## src/rtl/data_memory_arbiter_pkg.sv

```systemverilog
// Shared memory-system types for the data-memory arbiter: FSM encoding,
// access width type and the default store-starvation limit.
package data_memory_arbiter_pkg;

  localparam int unsigned STARVE_LIMIT_DEF = 8;
  localparam int unsigned ARB_STATE_W      = 3;

  typedef logic [ARB_STATE_W-1:0] arb_state_t;

  localparam arb_state_t ST_IDLE     = 3'd0;
  localparam arb_state_t ST_ISSUE_LD = 3'd1;
  localparam arb_state_t ST_WAIT_LD  = 3'd2;
  localparam arb_state_t ST_ISSUE_ST = 3'd3;
  localparam arb_state_t ST_WAIT_ST  = 3'd4;

  // Same encoding as the store buffer's width field (byte/half/word).
  typedef logic [1:0] mem_width_t;

endpackage

```

## src/rtl/data_memory_arbiter_starve_cnt.sv

```systemverilog
// Saturating count of consecutive load grants taken while a store waits;
// at_limit_c tells the arbiter to force the next grant to the store.
module data_memory_arbiter_starve_cnt
  import data_memory_arbiter_pkg::*;
#(
  parameter int unsigned LIMIT = STARVE_LIMIT_DEF
) (
  input  logic clk_i,
  input  logic rst_n_i,
  input  logic clr,
  input  logic inc,
  output logic at_limit_c
);

  localparam int unsigned CNT_W = (LIMIT < 1) ? 1 : $clog2(LIMIT + 1);

  logic [CNT_W-1:0] cnt_q;

  always_ff @(posedge clk_i or negedge rst_n_i) begin
    if (!rst_n_i) begin
      cnt_q <= '0;
    end else if (clr) begin
      cnt_q <= '0;
    end else if (inc && !at_limit_c) begin
      cnt_q <= cnt_q + CNT_W'(1);
    end
  end

  assign at_limit_c = (cnt_q == CNT_W'(LIMIT));

endmodule

```

## src/rtl/data_memory_arbiter.sv

```systemverilog
// Arbitrates the single data-memory port between the load unit and the
// store-buffer drain channel, one outstanding transaction at a time.
module data_memory_arbiter
  import data_memory_arbiter_pkg::*;
#(
  parameter int unsigned STARVE_LIMIT = STARVE_LIMIT_DEF,
  parameter int unsigned ADDR_W       = 32,
  parameter int unsigned DATA_W       = 32
) (
  input  logic              clk_i,
  input  logic              rst_n_i,
  input  logic              flush_i,
  input  logic              fence_i,
  output logic              fence_done_o,
  input  logic              ld_req_i,
  input  logic [ADDR_W-1:0] ld_addr_i,
  input  logic [1:0]        ld_width_i,
  input  logic              ld_fwd_hit_i,
  output logic              ld_done_o,
  output logic [DATA_W-1:0] ld_data_o,
  input  logic              st_req_i,
  input  logic [ADDR_W-1:0] st_addr_i,
  input  logic [DATA_W-1:0] st_data_i,
  input  logic [1:0]        st_width_i,
  input  logic              st_empty_i,
  output logic              st_done_o,
  output logic              mem_req_o,
  output logic              mem_we_o,
  output logic [ADDR_W-1:0] mem_addr_o,
  output logic [DATA_W-1:0] mem_wdata_o,
  output logic [1:0]        mem_width_o,
  input  logic              mem_ack_i,
  input  logic              mem_done_i,
  input  logic [DATA_W-1:0] mem_rdata_i
);

  arb_state_t state_q, state_d;
  logic       kill_q, kill_d;
  logic       grant_ld, grant_st;
  logic       drop_req, ld_fin, st_fin;
  logic       cnt_clr, cnt_inc;
  logic       at_limit_c;

  data_memory_arbiter_starve_cnt #(
    .LIMIT (STARVE_LIMIT)
  ) u_starve_cnt (
    .clk_i      (clk_i),
    .rst_n_i    (rst_n_i),
    .clr        (cnt_clr),
    .inc        (cnt_inc),
    .at_limit_c (at_limit_c)
  );

  always_ff @(posedge clk_i or negedge rst_n_i) begin
    if (!rst_n_i) begin
      state_q <= ST_IDLE;
      kill_q  <= 1'b0;
    end else begin
      state_q <= state_d;
      kill_q  <= kill_d;
    end
  end

  // Grant selection, handshake sequencing and flush bookkeeping.
  always_comb begin
    state_d  = state_q;
    kill_d   = kill_q;
    grant_ld = 1'b0;
    grant_st = 1'b0;
    drop_req = 1'b0;
    ld_fin   = 1'b0;
    st_fin   = 1'b0;
    cnt_clr  = 1'b0;
    cnt_inc  = 1'b0;
    case (state_q)
      ST_IDLE: begin
        kill_d = 1'b0;
        if (st_req_i && (fence_i || at_limit_c || (ld_req_i && ld_fwd_hit_i))) begin
          grant_st = 1'b1;
        end else if (ld_req_i && !fence_i && !flush_i && !ld_fwd_hit_i) begin
          grant_ld = 1'b1;
        end else if (st_req_i) begin
          grant_st = 1'b1;
        end
        if (grant_st) begin
          state_d = ST_ISSUE_ST;
          cnt_clr = 1'b1;
        end else if (grant_ld) begin
          state_d = ST_ISSUE_LD;
          cnt_inc = st_req_i;
          cnt_clr = !st_req_i;
        end else begin
          cnt_clr = !st_req_i;
        end
      end
      ST_ISSUE_LD: begin
        if (mem_ack_i) begin
          drop_req = 1'b1;
          if (mem_done_i) begin
            ld_fin  = !flush_i;
            state_d = ST_IDLE;
          end else begin
            kill_d  = flush_i;
            state_d = ST_WAIT_LD;
          end
        end else if (flush_i) begin
          drop_req = 1'b1;
          state_d  = ST_IDLE;
        end
      end
      ST_WAIT_LD: begin
        // An accepted load cannot be recalled; a flush only hides its result.
        if (flush_i) begin
          kill_d = 1'b1;
        end
        if (mem_done_i) begin
          ld_fin  = !(kill_q || flush_i);
          state_d = ST_IDLE;
        end
      end
      ST_ISSUE_ST: begin
        if (mem_ack_i) begin
          drop_req = 1'b1;
          if (mem_done_i) begin
            st_fin  = 1'b1;
            state_d = ST_IDLE;
          end else begin
            state_d = ST_WAIT_ST;
          end
        end
      end
      ST_WAIT_ST: begin
        if (mem_done_i) begin
          st_fin  = 1'b1;
          state_d = ST_IDLE;
        end
      end
      default: begin
        state_d = ST_IDLE;
      end
    endcase
  end

  // Registered memory-port and requester outputs.
  always_ff @(posedge clk_i or negedge rst_n_i) begin
    if (!rst_n_i) begin
      mem_req_o    <= 1'b0;
      mem_we_o     <= 1'b0;
      mem_addr_o   <= '0;
      mem_wdata_o  <= '0;
      mem_width_o  <= '0;
      ld_done_o    <= 1'b0;
      ld_data_o    <= '0;
      st_done_o    <= 1'b0;
      fence_done_o <= 1'b0;
    end else begin
      ld_done_o    <= ld_fin;
      st_done_o    <= st_fin;
      fence_done_o <= fence_i && st_empty_i && (state_q == ST_IDLE);
      if (ld_fin) begin
        ld_data_o <= mem_rdata_i;
      end
      if (grant_st) begin
        mem_req_o   <= 1'b1;
        mem_we_o    <= 1'b1;
        mem_addr_o  <= st_addr_i;
        mem_wdata_o <= st_data_i;
        mem_width_o <= st_width_i;
      end else if (grant_ld) begin
        mem_req_o   <= 1'b1;
        mem_we_o    <= 1'b0;
        mem_addr_o  <= ld_addr_i;
        mem_wdata_o <= '0;
        mem_width_o <= ld_width_i;
      end else if (drop_req) begin
        mem_req_o <= 1'b0;
      end
    end
  end

endmodule
```

## config.mk

```make
export PLATFORM = sky130hd
export DESIGN_NAME = data_memory_arbiter
export DESIGN_NICKNAME = d
export VERILOG_FILES = /design/src/rtl/data_memory_arbiter_pkg.sv /design/src/rtl/data_memory_arbiter_starve_cnt.sv /design/src/rtl/data_memory_arbiter.sv
export SDC_FILE = /design/constraint.sdc
export NUM_CORES = 1
export LEC_CHECK = 0
export CORE_UTILIZATION = 43
export CTS_BUF_LIST = sky130_fd_sc_hd__clkbuf_8
export DETAILED_ROUTE_END_ITERATION = 6
export PLACE_DENSITY = 0.87
export SLEW_MARGIN = 20
export SYNTH_ARGS = -nofsm -noshare
export SYNTH_HDL_FRONTEND = slang
export SYNTH_SLANG_ARGS = --single-unit
export TNS_END_PERCENT = 10
```

## constraint.sdc

```tcl
create_clock -name clk_i -period 4.89 [get_ports clk_i]
set_input_delay 0.489 -clock clk_i [delete_from_list [all_inputs] [get_ports clk_i]]
set_output_delay 0.489 -clock clk_i [all_outputs]
set_load 0.02 [all_outputs]
```

Fig. 1: run 1, clock wires, drivers and flops
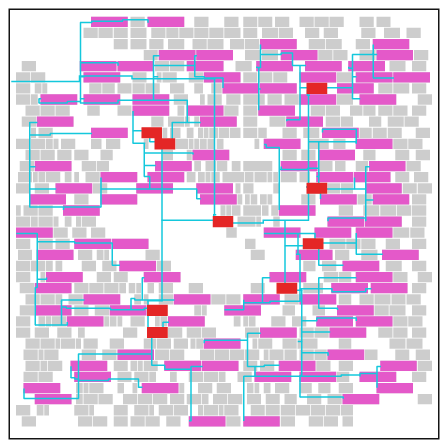
legend:
  clock wires:
    color: cyan
    length: 1250 um
  clock drivers:
    color: red
    count: 9
  flip-flops:
    color: magenta
    count: 111
routed clock nets: 10
Clk pwr share: 11.8%
Clk power: 0.000520 W

Fig. 2: run 1, routing congestion
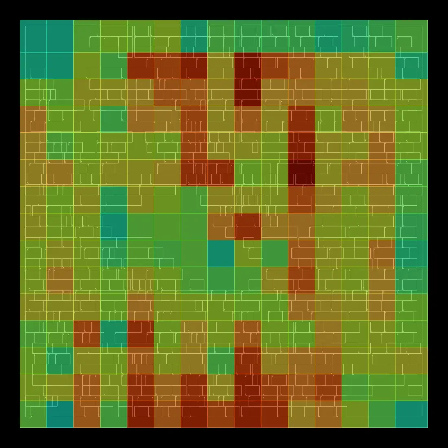
WL/cell: 17.0 um
fin util: 70.4%
met1 GRT Util: 26.9%

Fig. 3: run 1, PDN straps and rails
Pins as bars on the die edge. Tap cells in gray.
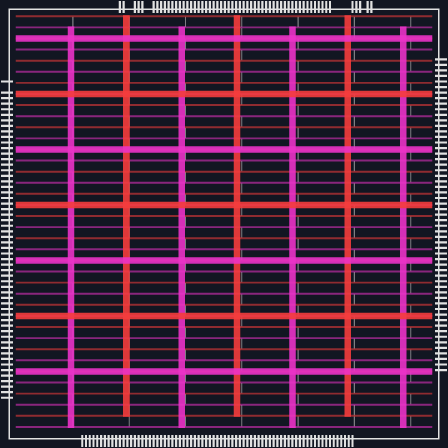
legend:
  VSS:
    color: magenta
  VDD:
    color: red
met5 straps: 7
signal pins: 245
met1 rails: 38

==> results.cfg, run 1 <==
; flow metrics
[run_status]
status = complete, no violations

[clocking]
cts_root_buffer = clkbuf_8
clock-sinks = 111
hold_buffers = 0

[global_routing]
antenna_found_initial = 0
track_usage_pct = 23.2

[cells_and_area]
seq_share_pct = 38.4
design_area_um2 = 7230
mostFrequentLayoutCells = clkdlybuf4s50_1 (243), dfrtp_1 (111), a21oi_1 (38)
nFillCells = 742
lay_top_count = clkdlybuf4s50_1
nNetsFinal = 737
drive_above_1_share_pct = 9.36
logic_gates = 215

[synth]
syn_nets = 502
numSynthFlops = 111
seq_area_frac_synth_pct = 61.0
ys_chip_area_um2 = 4550
synth_cell_types = 34

[die]
die_y_um = 105
ioPinCount = 245

[worst_setup_path]
cp_max_fo = 48
critPathLaunchType = flip-flop

[sta]
slew_viol_final = 0
rsz0062_at_grt = false
slew_headroom_pct = 41.3
fin_ws_ns = 1.89
fin_tns_setup_ns = 0
fin_crit_ns = 3.00

[route]
drt-total-wl_mm = 12.5
drc = 0
vias = 3726
drtAntennaViolNets = 0

[place]
place_area_um2 = 7050
place_inst = 718
==> run 1: flip-flops by register name (all words and copies together), names as in the netlist, 2 cells and up <==
name / cells
u_starve_cnt.cnt_q: 4
mem_wdata_o: 32
mem_width_o: 2
state_q: 3
ld_data_o: 32
mem_addr_o: 32
==> run 1: critical path, cell delays in order, from the launching register on <==
cell      delay (ns)
dfrtp_1         0.49
or3_1           0.53
a211oi_4        0.73
buf_4           0.70
mux2i_1         0.28
a21oi_1         0.09
==> run 1: synth_stat cells (2+ instances only) <==
library cell / number / area [um^2]
clkbuf_1: 9 / 33.8
buf_6: 7 / 78.8
ha_1: 2 / 25.0
nor3_1: 4 / 20.0
a22o_1: 32 / 280
nor3b_1: 2 / 15.0
a21oi_1: 38 / 190
nand3_1: 2 / 10.0
dfrtp_1: 111 / 2780
inv_1: 8 / 30.0
mux2_2: 32 / 360
nand2_1: 10 / 37.5
mux2i_1: 34 / 340
o21ai_0: 3 / 15.0
o31ai_1: 2 / 15.0
a31oi_1: 3 / 18.8
buf_2: 6 / 30.0
buf_4: 2 / 15.0
nor2_1: 36 / 135
==> run 1: power by group through the flow <==
stage,sequential [W],clock (W),combinational (W)
after floorplan,0.00206,0,0.000752
after global placement,0.00157,0,0.00228
after detailed placement,0.00159,0,0.00233
after CTS,0.00158,0.000530,0.00234
after global routing,0.00163,0.000564,0.00246
final,0.00158,0.000520,0.00232
==> run 1: cells by family (layout without fill, tap and decap cells) <==
family / after synthesis / count (layout) / share of synthesized area, %
AND-OR/OR-AND: 86 / 86 / 12.9
multiplexers: 66 / 66 / 15.4
adder cells (fa/ha/maj): 2 / 2 / 0.550
AND/OR/NAND/NOR: 61 / 61 / 5.99
buffers and inverters: 32 / 272 / 4.12
flip-flops: 111 / 111 / 61.0
Fig. 4: run 1, cell classes on the final placement
Scale bar: 20 um.
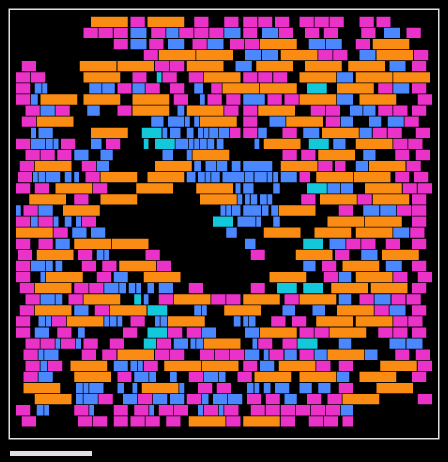

==> run 2: changes to the inputs <==
CORE_UTILIZATION = 36   (was 43)
PLACE_DENSITY = 0.78   (was 0.87)
clock period = 2.65 ns   (was 4.89 ns; I/O delays follow)
Fig. 5: run 2, cell classes on the final placement
Scale bar: 20 um.
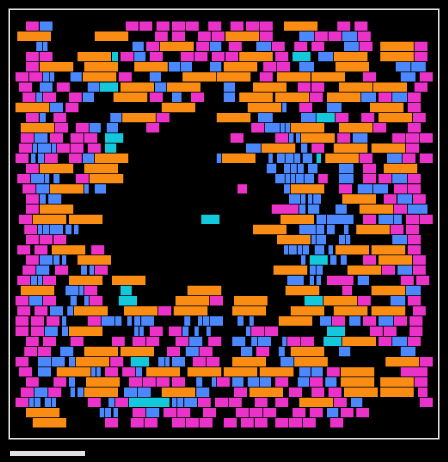
legend:
  clock drivers and dummy loads:
    color: cyan
    cells: 16
  remaining buffers and delay cells:
    color: magenta
    cells: 251
  combinational and other logic:
    color: blue
    cells: 223
  sequential cells:
    color: orange
    cells: 111

==> results.cfg, run 2 <==
; flow metrics
[cells_and_area]
drive_above_1_share_pct = 9.82
nFillCells = 1006
lay_top_count = clkdlybuf4s50_1
reg.largest.list = ld_data_o: 32 flops, mem_addr_o: 32 flops, mem_wdata_o: 32 flops
mostFrequentLayoutCells = clkdlybuf4s50_1 (243), dfrtp_1 (111), a21oi_1 (38)
nNetsFinal = 740

[sta]
fin_ws_ns = 0.414
tightest_slew_ns = 0.745
rsz0062_at_grt = false
fin_tns_setup_ns = 0
slew_headroom_pct = 49.9
fin_crit_ns = 2.24
slew_viol_final = 0
fin_crit_sh_pct = 84.4

[global_routing]
grt_pass1_vias = 3881
grt_pass1_wl_mm = 18.7
use_met1_pct = 20.0
track_usage_pct = 18.7
grt_max_degree = 112
antenna_found_initial = 0

[synth]
synth.cells.most_frequent = dfrtp_1 (111), a21oi_1 (38), nor2_1 (36)
synth_cell_types = 34
synth.most_common_cell = dfrtp_1
synth.largest_area_cell = dfrtp_1
ys_chip_area_um2 = 4550
seq_area_frac_synth_pct = 61.0
numSynthFlops = 111
area_leaders = dfrtp_1 (61%), mux2_2 (7.9%), mux2i_1 (7.5%)
syn_nets = 502
top_area_share_pct = 61.0

[die]
chip_area_um2 = 13100
ioPinCount = 245
initial_core_util_pct = 37.4

[route]
top_layer = met4
drc = 0
drt-total-wl_mm = 11.9
met2_wirelength_mm = 6.16
vias = 3719
drtAntennaViolNets = 0
wl_per_cell_um = 15.5

[clocking]
clock-sinks = 111
clkTransAtPathRegs_ns = 0.10
cts_root_buffer = clkbuf_8

[job]
drv_cap = 0

[run_status]
status = complete, no violations

[worst_setup_path]
critPathLaunchType = flip-flop
cp_max_fo = 20

[power_and_ir_drop]
p_total_w = 0.00826

[place]
routabilityCongestion = 0.734
place_inst = 752
Fig. 6: run 2, PDN straps and rails
Pins as bars on the die edge. Tap cells in gray.
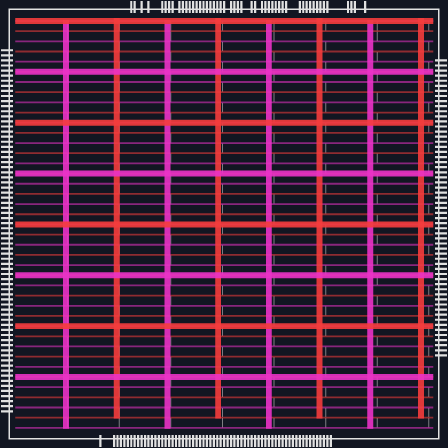
legend:
  VSS:
    color: magenta
  VDD:
    color: red
met1 rails: 41
signal pins: 245
rows: 40
die width: 114 um
Max rail drop VDD: 0.564 mV
core area: 12200 um^2
die extent in y: 114 um

-- run 2: cell counts after synthesis --
No cell type changed its count.
-- run 2: repair_timing --
action	CTS	global route
hold buffers	1	0
setup buffers	0	0
resized	0	0
endpoints found under the hold margin	110	0
-- run 2: through the flow --
| stage | area [um^2] | utilization [%] |
|---|---|---|
| after floorplan | 4550 | - |
| after global placement | 7130 | 58.7 |
| after detailed placement | 7130 | 58.7 |
| after CTS | 7350 | 60.4 |
| after global routing | 7350 | 60.4 |
| final | 7350 | 60.4 |
-- run 2: final cells by class --
class / instances / share of cell area, %
clock inverter: 5 / 0.766
inverter: 8 / 0.409
multi-input combinational: 215 / 21.7
timing repair buffer: 251 / 34.5
tap: 168 / 2.86
sequential: 111 / 37.8
clock buffer: 11 / 2.06
-- run 2: cells by family (layout without fill, tap and decap cells) --
family	after synthesis	in the layout	share of synthesized area [%]
compound gates	86	86	12.9
fa+ha+maj	2	2	0.550
buf+inv	32	275	4.12
flops	111	111	61.0
mux	66	66	15.4
simple gates	61	61	5.99
-- run 2: path summary, 6_finish.rpt --
kind,depth (start not counted),endpoint
worst max-delay path,4,mem_wdata_o[9]
worst min-delay path,1,mem_we_o
worst max register to register,4,mem_wdata_o[9]
worst min register to register,1,mem_we_o
max in group asynchronous,3,mem_wdata_o[12]
min in group asynchronous,3,fence_done_o
-- run 2: power breakdown --
group | total, W | switching [W] | leakage (nW) | internal [W]
clock | 0.00105 | 0.000556 | 0.111 | 0.000489
combinational | 0.00432 | 0.00212 | 1.61 | 0.00220
sequential | 0.00290 | 0.000429 | 1.33 | 0.00247
total | 0.00826 | 0.00310 | 3.05 | 0.00516
-- run 2: critical path, stage by stage (launching register included) --
cell and delay [ns]:
dfrtp_1 0.48, nor3_1 0.66, o21ai_2 0.40, buf_4 0.32
a22o_1 0.25
No activity file was given, so power comes from the tool's default toggle rates.
